--- config.mk ---
export PLATFORM = sky130hd
export DESIGN_NAME = i_ref_sweep_ctrl_flat
export DESIGN_NICKNAME = d
export VERILOG_FILES = /design/src/rtl/i_ref_sweep_ctrl_if.sv /design/src/rtl/i_ref_sweep_ctrl.sv /design/src/flat_wrapper.sv
export SDC_FILE = /design/constraint.sdc
export NUM_CORES = 1
export LEC_CHECK = 0
export CAP_MARGIN = 20
export CORE_MARGIN = 1.5
export CORE_UTILIZATION = 50
export DETAILED_ROUTE_END_ITERATION = 16
export PLACE_DENSITY = 0.79
export SLEW_MARGIN = 0
export SYNTH_ARGS = -nofsm -noshare
export SYNTH_HDL_FRONTEND = slang
export SYNTH_SLANG_ARGS = --single-unit
--- constraint.sdc ---
create_clock -name clk -period 4.3 [get_ports clk]
set_input_delay 0.645 -clock clk [delete_from_list [all_inputs] [get_ports clk]]
set_output_delay 0.645 -clock clk [all_outputs]
set_load 0.02 [all_outputs]
--- src/rtl/i_ref_sweep_ctrl_if.sv ---
// Control/status bundle between the sweep controller and its host.
// The master side drives sweep requests; the slave side is the controller.
interface i_ref_sweep_ctrl_if #(
  parameter int BUS_WIDTH = 10
);
  logic                 enable;
  logic                 start;
  logic                 osc_det;
  logic [BUS_WIDTH-1:0] i_ref;
  logic                 ready;
  logic                 went_unstable;
  logic                 done;
  logic                 busy;

  modport master (
    output enable, start, osc_det,
    input  i_ref, ready, went_unstable, done, busy
  );

  modport slave (
    input  enable, start, osc_det,
    output i_ref, ready, went_unstable, done, busy
  );
endinterface

--- src/rtl/i_ref_sweep_ctrl.sv ---
// Reference-current sweep controller: steps i_ref upward, holds each value for a
// settle window, and stops on saturation or on a debounced oscillation flag.
//
// state      | meaning
// -----------+--------------------------------------------------------------
// S_IDLE     | parked at I_START, waiting for start
// S_SETTLE   | holding i_ref while the settle counter runs
// S_REPORT   | one-cycle ready pulse for the settled i_ref
// S_SAT      | sweep ended at the top of the range
// S_UNSTABLE | sweep ended on detected oscillation, i_ref frozen
module i_ref_sweep_ctrl #(
  parameter int BUS_WIDTH     = 10,
  parameter int I_START       = 0,
  parameter int STEP          = 4,
  parameter int SETTLE_CYCLES = 64,
  parameter int FILT_LEN      = 3
) (
  input  logic                clk,
  input  logic                rst,
  i_ref_sweep_ctrl_if.slave   bus
);

  localparam int SW = (SETTLE_CYCLES > 2) ? $clog2(SETTLE_CYCLES) : 1;
  localparam int FW = $clog2(FILT_LEN + 1);

  localparam logic [SW-1:0]        SETTLE_LAST = SW'(SETTLE_CYCLES - 1);
  localparam logic [FW-1:0]        FILT_MAX    = FW'(FILT_LEN);
  localparam logic [BUS_WIDTH-1:0] START_V     = BUS_WIDTH'(I_START);
  localparam logic [BUS_WIDTH-1:0] STEP_V      = BUS_WIDTH'(STEP);
  // Largest value that can still take one more step without wrapping.
  localparam logic [BUS_WIDTH-1:0] LIMIT       = BUS_WIDTH'((2 ** BUS_WIDTH) - 1 - STEP);

  typedef enum logic [2:0] {
    S_IDLE,
    S_SETTLE,
    S_REPORT,
    S_SAT,
    S_UNSTABLE
  } state_t;

  state_t               state;
  state_t               state_nx;
  logic [BUS_WIDTH-1:0] i_ref_q;
  logic [BUS_WIDTH-1:0] i_ref_nx;
  logic [SW-1:0]        settle_cnt;
  logic [SW-1:0]        settle_nx;
  logic [FW-1:0]        filt_cnt;
  logic                 s1;
  logic                 s2;
  logic                 watching;
  logic                 unstable;

  always_ff @(posedge clk or posedge rst) begin
    if (rst) begin
      s1 <= 1'b0;
      s2 <= 1'b0;
    end else begin
      s1 <= bus.osc_det;
      s2 <= s1;
    end
  end

  assign watching = (state == S_SETTLE) || (state == S_REPORT);

  // Debounce: only an unbroken run of FILT_LEN synchronized highs counts.
  always_ff @(posedge clk or posedge rst) begin
    if (rst) begin
      filt_cnt <= '0;
    end else if (!bus.enable || !s2 || !watching) begin
      filt_cnt <= '0;
    end else if (filt_cnt != FILT_MAX) begin
      filt_cnt <= filt_cnt + 1'b1;
    end
  end

  assign unstable = (filt_cnt == FILT_MAX);

  always_ff @(posedge clk or posedge rst) begin
    if (rst) begin
      state      <= S_IDLE;
      i_ref_q    <= START_V;
      settle_cnt <= '0;
    end else begin
      state      <= state_nx;
      i_ref_q    <= i_ref_nx;
      settle_cnt <= settle_nx;
    end
  end

  always_comb begin
    state_nx  = state;
    i_ref_nx  = i_ref_q;
    settle_nx = settle_cnt;
    if (!bus.enable) begin
      state_nx  = S_IDLE;
      i_ref_nx  = START_V;
      settle_nx = '0;
    end else begin
      case (state)
        S_IDLE: begin
          i_ref_nx  = START_V;
          settle_nx = '0;
          if (bus.start) begin
            state_nx = S_SETTLE;
          end
        end
        S_SETTLE: begin
          if (unstable) begin
            state_nx = S_UNSTABLE;
          end else if (settle_cnt == SETTLE_LAST) begin
            state_nx  = S_REPORT;
            settle_nx = '0;
          end else begin
            settle_nx = settle_cnt + 1'b1;
          end
        end
        S_REPORT: begin
          if (unstable) begin
            state_nx = S_UNSTABLE;
          end else if (i_ref_q > LIMIT) begin
            state_nx = S_SAT;
          end else begin
            state_nx  = S_SETTLE;
            i_ref_nx  = i_ref_q + STEP_V;
            settle_nx = '0;
          end
        end
        S_SAT, S_UNSTABLE: begin
          if (bus.start) begin
            state_nx  = S_SETTLE;
            i_ref_nx  = START_V;
            settle_nx = '0;
          end
        end
        default: begin
          state_nx  = S_IDLE;
          i_ref_nx  = START_V;
          settle_nx = '0;
        end
      endcase
    end
  end

  assign bus.i_ref         = i_ref_q;
  assign bus.ready         = (state == S_REPORT);
  assign bus.went_unstable = (state == S_UNSTABLE);
  assign bus.done          = (state == S_SAT) || (state == S_UNSTABLE);
  assign bus.busy          = watching;

endmodule

--- src/flat_wrapper.sv ---
// flat-port wrapper written by rule: the top's interface ports become plain ports
module i_ref_sweep_ctrl_flat 
#(
  parameter int BUS_WIDTH     = 10,
  parameter int I_START       = 0,
  parameter int STEP          = 4,
  parameter int SETTLE_CYCLES = 64,
  parameter int FILT_LEN      = 3
)
  (clk, rst, bus_enable, bus_start, bus_osc_det, bus_i_ref, bus_ready, bus_went_unstable, bus_done, bus_busy);
  i_ref_sweep_ctrl_if #(.BUS_WIDTH(BUS_WIDTH)) bus_i ();
  input  logic clk;
  input  logic rst;
  input wire logic [$bits(bus_i.enable)-1:0] bus_enable;
  input wire logic [$bits(bus_i.start)-1:0] bus_start;
  input wire logic [$bits(bus_i.osc_det)-1:0] bus_osc_det;
  output wire logic [$bits(bus_i.i_ref)-1:0] bus_i_ref;
  output wire logic [$bits(bus_i.ready)-1:0] bus_ready;
  output wire logic [$bits(bus_i.went_unstable)-1:0] bus_went_unstable;
  output wire logic [$bits(bus_i.done)-1:0] bus_done;
  output wire logic [$bits(bus_i.busy)-1:0] bus_busy;
  assign bus_i.enable = bus_enable;
  assign bus_i.start = bus_start;
  assign bus_i.osc_det = bus_osc_det;
  assign bus_i_ref = bus_i.i_ref;
  assign bus_ready = bus_i.ready;
  assign bus_went_unstable = bus_i.went_unstable;
  assign bus_done = bus_i.done;
  assign bus_busy = bus_i.busy;
  i_ref_sweep_ctrl #(.BUS_WIDTH(BUS_WIDTH), .I_START(I_START), .STEP(STEP), .SETTLE_CYCLES(SETTLE_CYCLES), .FILT_LEN(FILT_LEN)) u_core (.clk(clk), .rst(rst), .bus(bus_i));
endmodule
==> images/placed.png <==
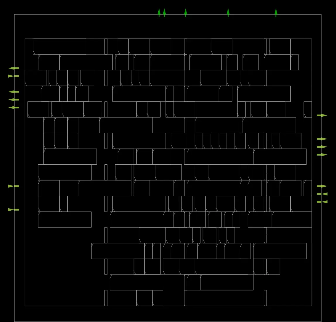
std cell rows: 17
utilization of the core after routing: 62.6%
final standard cell count with taps included and fillers excluded: 174
number of well taps: 28
fillcell total: 194

==> images/layers.png <==
Drawn at 8 px/um. Two of the layers only.
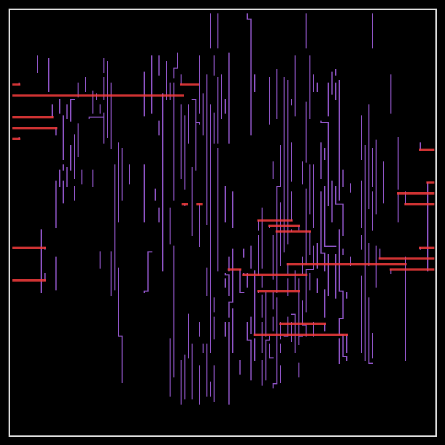
color	layer	wire length
red	M3	125 um
purple	M2	1,110 um

==> images/gates.png <==
Drawn at 8 px/um.
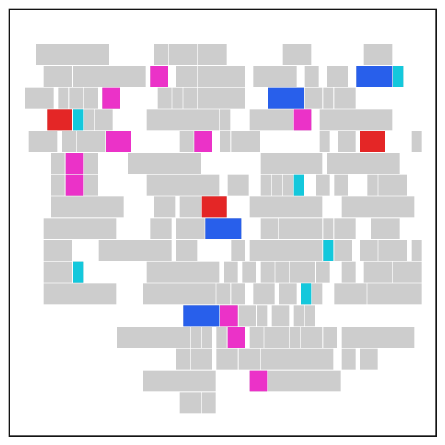
color	family	cells
magenta	and/or cells	10
cyan	inv cells	6
red	xor and xnor cells	3
blue	fa/ha/maj cells	4
commonest non-fill, non-tap cell in the layout: sky130_fd_sc_hd__dfrtp_1
share of the final layout cell area in multi-input gates: 46.5%

==> images/closeup.png <==
Region (12, 12) to (42, 42) um. Cells in gray, sequential cells in the stronger gray; small squares are vias.
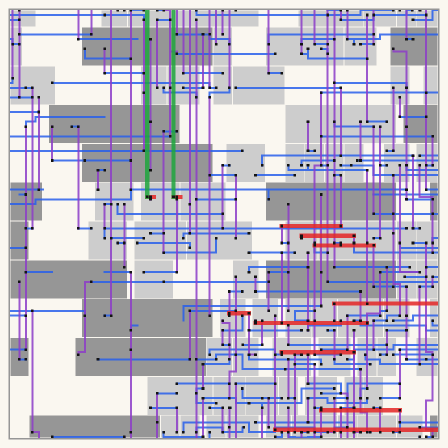
color	layer
purple	M2
red	M3
blue	M1
green	M4
cells with their middle in the window	68
netlist names of flops here include	u_core.bus.i_ref (2), u_core.filt_cnt (2), u_core.settle_cnt (2)
sequential cells in the window	9
most frequent	nand2_1 (9), dfrtp_1 (9), nor2_1 (6)

==> images/route_heat.png <==
Drawn at 4 px/um. 11 x 11 tiles, from dark purple (low) to yellow (high), scaled to the fullest tile. Values are wire area over tile area, all layers added.
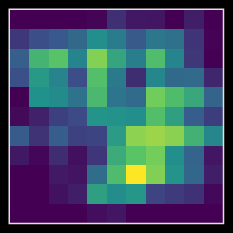
emptiest ninth of the die	lower left
mean over tiles	0.14
tiles over half the peak	25%
nearly empty tiles	20%
fullest tile	0.46
aggregate global-route resource usage: 20.6%
Post-Route WL: 2.47 mm
average wire per standard cell: 14.2 um

==> results_tabular.tex <==
% Generated from flow reports
\begin{tabular}{lr}
\hline
Metric & Value \\
\hline
\multicolumn{2}{l}{\textbf{Synth}} \\
Area fraction in and, or, nand and nor cells after synthesis & between 20\% and 30\% \\
Dominant non-sequential cell family after synthesis & AND-OR/OR-AND gates \\
Largest area contributor in the netlist & sky130\_fd\_sc\_hd\_\_dfrtp\_1 \\
Xor/xnor share & around 2.1\% \\
Fraction of the yosys area taken by sequential cells & 41.7\% \\
Mean instance size in the synthesized netlist & approximately 9.6 um\^{}2 \\
Post-Synthesis Cell Area & $\sim$1300 um\^{}2 \\
Post-synth top cells & sky130\_fd\_sc\_hd\_\_dfrtp\_1 (21), sky130\_fd\_sc\_hd\_\_nand2\_1 (11), sky130\_fd\_sc\_hd\_\_a21oi\_1 (9) \\
Area fraction in full adders, half adders and majority gates & 3.98\% \\
Area share of and-or/or-and cells after synthesis & 23.0\% \\
Area fraction in mux cells & 0.795\% \\
Asr flop ratio synth & 100\% \\
Cell count after synthesis & approximately 130 \\
Predominant post-synthesis flop cell & sky130\_fd\_sc\_hd\_\_dfrtp\_1 \\
Number of warnings reported in the yosys synthesis log & 0 \\
Count of cell types in the netlist & approximately 40 \\
Seq cells post-synth & 21 \\
Number of enable-type register cells in the synthesized netlist & 0 \\
Fraction of synthesized cell area taken by the top area cell type & a little over two fifths \\
Most frequent cell after synthesis & sky130\_fd\_sc\_hd\_\_dfrtp\_1 \\
\# Cells Yosys & about 130 \\
Ranking of synthesized cells by area & sky130\_fd\_sc\_hd\_\_dfrtp\_1 (42\%), sky130\_fd\_sc\_hd\_\_o31ai\_1 (4.2\%), sky130\_fd\_sc\_hd\_\_ha\_1 (4.0\%) \\
Yosys stat area & approximately 1300 um\^{}2 \\
\multicolumn{2}{l}{\textbf{Floorplanning}} \\
Initial core utilization & roughly 55\% \\
Number of primary I/O pins & 19 \\
Die area & $\sim$2800 um\^{}2 \\
Floorplan die width & about 53 um \\
Placeable core region & approximately 2300 um\^{}2 \\
Vert. Die Dim & 53.2 um \\
\multicolumn{2}{l}{\textbf{Worst setup path}} \\
Maximum fanout count along the critical path & 9 \\
Arrival time of the worst setup path & 2.05 ns \\
Critical Path Slowest Stage Cell & sky130\_fd\_sc\_hd\_\_clkdlybuf4s50\_1 \\
Critical Setup Path Class & reg2out \\
Max incr delay on CP & 0.62 ns \\
Ordered list of cells on the worst path & inv\_1 > nor3\_1 > a21o\_1 > clkdlybuf4s50\_1 \\
Element type at the critical path start & flop \\
Required time of the critical path & around 3.7 ns \\
Endpoint type of the worst setup path & output port \\
\multicolumn{2}{l}{\textbf{CTS}} \\
Buffer depth of the longest clock path & 2 \\
Clk latency late pin & 0.30 ns \\
Clock input transition at the sequential cells of the worst setup and hold paths & between 0.1 and 0.15 ns \\
CTS HTree Levels & 1 \\
TritonCTS clock tree & yes \\
Buffers inserted during post-CTS setup optimization & 0 \\
Inserted Clock Buffers & 3 \\
Cell at the root of the clock tree & sky130\_fd\_sc\_hd\_\_clkbuf\_4 \\
Num Clock Sinks & 21 \\
CTS Hold Bufs & 0 \\
Post-cts gate resize count & 0 \\
\multicolumn{2}{l}{\textbf{STA}} \\
Relative slew slack & a little under half \\
Slew at the pin closest to its max-slew limit & a little under 0.8 ns \\
Setup Viol. Count Final & 0 \\
Setup repair after global routing missed its margin & no \\
Sum of negative setup slack & 0 ns \\
Achievable clock frequency & 371 MHz \\
Period Utilization, post-route & between 60\% and 70\% \\
Final slew viol count & 0 \\
Largest clock skew in the final design & $\sim$0.0077 ns \\
Number of hold violations in the final report & 0 \\
Final period demand of the worst path & 2.70 ns \\
\multicolumn{2}{l}{\textbf{Global routing}} \\
GR met1 Demand/Resource & 27.8\% \\
Met2 capacity usage during global routing & between 30 and 40\% \\
Initial antenna violation count & 0 \\
Vias in the first global route & around 960 \\
First-pass GRT wire length & around 4.3 mm \\
Total congestion overflow & 0 \\
Most Used Layer, Global Route & met2 \\
Met3 usage & 3.11\% \\
Pin count of the biggest net entering global routing & 22 \\
\multicolumn{2}{l}{\textbf{Finish}} \\
Antenna cell count & 0 \\
Synthesis-to-layout area growth & 14.3\% \\
Fraction of final layout cells sized beyond drive strength 1 & just over 8\% \\
Post-layout nets & 156 \\
\multicolumn{2}{l}{\textbf{Route}} \\
Initial DRT Pass Iterations & 4 \\
Detailed-route via count & 1,022 \\
Number of design-rule violations left by the first detailed-router iteration & 19 \\
Tally of nets with antenna violations remaining after routing & 0 \\
Average vias per placed instance & just under 6 \\
Post-route DRC violation count & 0 \\
\multicolumn{2}{l}{\textbf{Power}} \\
Overall power after layout & around 350 uW \\
Net switching power & 95.7 uW \\
Max rail drop VDD & about 0.18 mV \\
Clock power share & a little over a quarter \\
Static Leak & 0.614 nW \\
Power Density & between 200 and 250 nW/um\^{}2 \\
Logic pwr share & between 10\% and 20\% \\
Sequential cell fraction of total power & 59.5\% \\
Cell-internal power & around 260 uW \\
Switching share of power & a little over a quarter \\
\multicolumn{2}{l}{\textbf{Run}} \\
Number of warnings in the stage logs & 28 \\
Max-Cap Viols & 0 \\
\multicolumn{2}{l}{\textbf{Status}} \\
Run status & finished clean \\
\multicolumn{2}{l}{\textbf{Placed design}} \\
Number of input and output port buffers inserted & 16 \\
Final GP Congestion & 0.879 \\
Half-perimeter wire length after placement & about 1.8 mm \\
\multicolumn{2}{l}{\textbf{Min path}} \\
Type of the worst min-delay path & reg2reg \\
\hline
\end{tabular}
kinds of logic after synthesis:
family          after synthesis
xor+xnor                      3
flops                        21
simple gates                 48
mux                           1
other cells                   1
fa+ha+maj                     4
compound gates               41
buf+inv                      12
through the flow:
stage,area (um^2),hold WS [ns],utilization [%],std cells,worst slack [ns]
finish,1440,0.365,62.6,174,1.60
global route,1440,0.381,62.6,174,1.53
CTS,1440,0.368,62.6,174,1.61
detailed placement,1410,0.340,61.5,170,1.85
global placement,1410,0.332,61.5,170,1.90
floorplan,1260,0.331,-,132,2.32
critical path, delay by kind of cell, from the launching register on:
family | cells | cell delay [ns]
buffers and inverters | 2 | 0.76
flip-flops | 1 | 0.54
AND/OR/NAND/NOR | 1 | 0.29
AND-OR/OR-AND | 1 | 0.16
layout make-up:
| class | count | area (um^2) |
|---|---|---|
| Inverter | 6 | 22.5 |
| Sequential cell | 21 | 526 |
| Multi-Input combinational cell | 99 | 669 |
| Clock buffer | 4 | 26.3 |
| Tap cell | 28 | 35.0 |
| Fill cell | 194 | 858 |
| Timing Repair Buffer | 16 | 160 |
worst paths after layout:
path                            startpoint  slack (ns)  cells past startpoint              endpoint
setup / recovery           u_core.state[2]        1.60                      4              bus_done
hold / removal                   u_core.s1        0.36                      0             u_core.s2
setup reg to reg           u_core.state[0]        2.38                      5  u_core.settle_cnt[5]
hold reg to reg                  u_core.s1        0.36                      0             u_core.s2
max in group asynchronous              rst        3.04                      2       u_core.state[1]
min in group asynchronous              rst        0.77                      2   u_core.bus.i_ref[7]
layout by cell type, fill, tap and decap left out, types with 5 or more instances in the layout:
cell type	n
sky130_fd_sc_hd__clkdlybuf4s50_1	16
sky130_fd_sc_hd__o31ai_1	7
sky130_fd_sc_hd__inv_1	6
sky130_fd_sc_hd__dfrtp_1	21
sky130_fd_sc_hd__a21oi_1	9
sky130_fd_sc_hd__o21ai_0	7
sky130_fd_sc_hd__nand2_1	11
sky130_fd_sc_hd__nor2_1	8
sky130_fd_sc_hd__or3_1	5
sky130_fd_sc_hd__o21ai_1	6
power by group through the flow:
stage	clock network (mW)	logic (mW)	registers (mW)
floorplan	0	0.0389	0.209
global placement	0	0.0473	0.213
detailed placement	0	0.0482	0.213
CTS	0.0996	0.0484	0.209
global route	0.106	0.0537	0.211
finish	0.0949	0.0482	0.210
sequential cells by signal (all words and copies together) (netlist names):
name	flops
u_core.bus.i_ref	8
u_core.filt_cnt	2
u_core.s1	1
u_core.s2	1
u_core.settle_cnt	6
u_core.state	3
per-layer routing:
layer / routed length, um / share of wire (%)
met5: 0 / 0
met4: 28 / 1.1
met3: 124 / 5.0
met2: 1110 / 45
met1: 1210 / 49
Power is estimated from default activity; no workload was simulated.
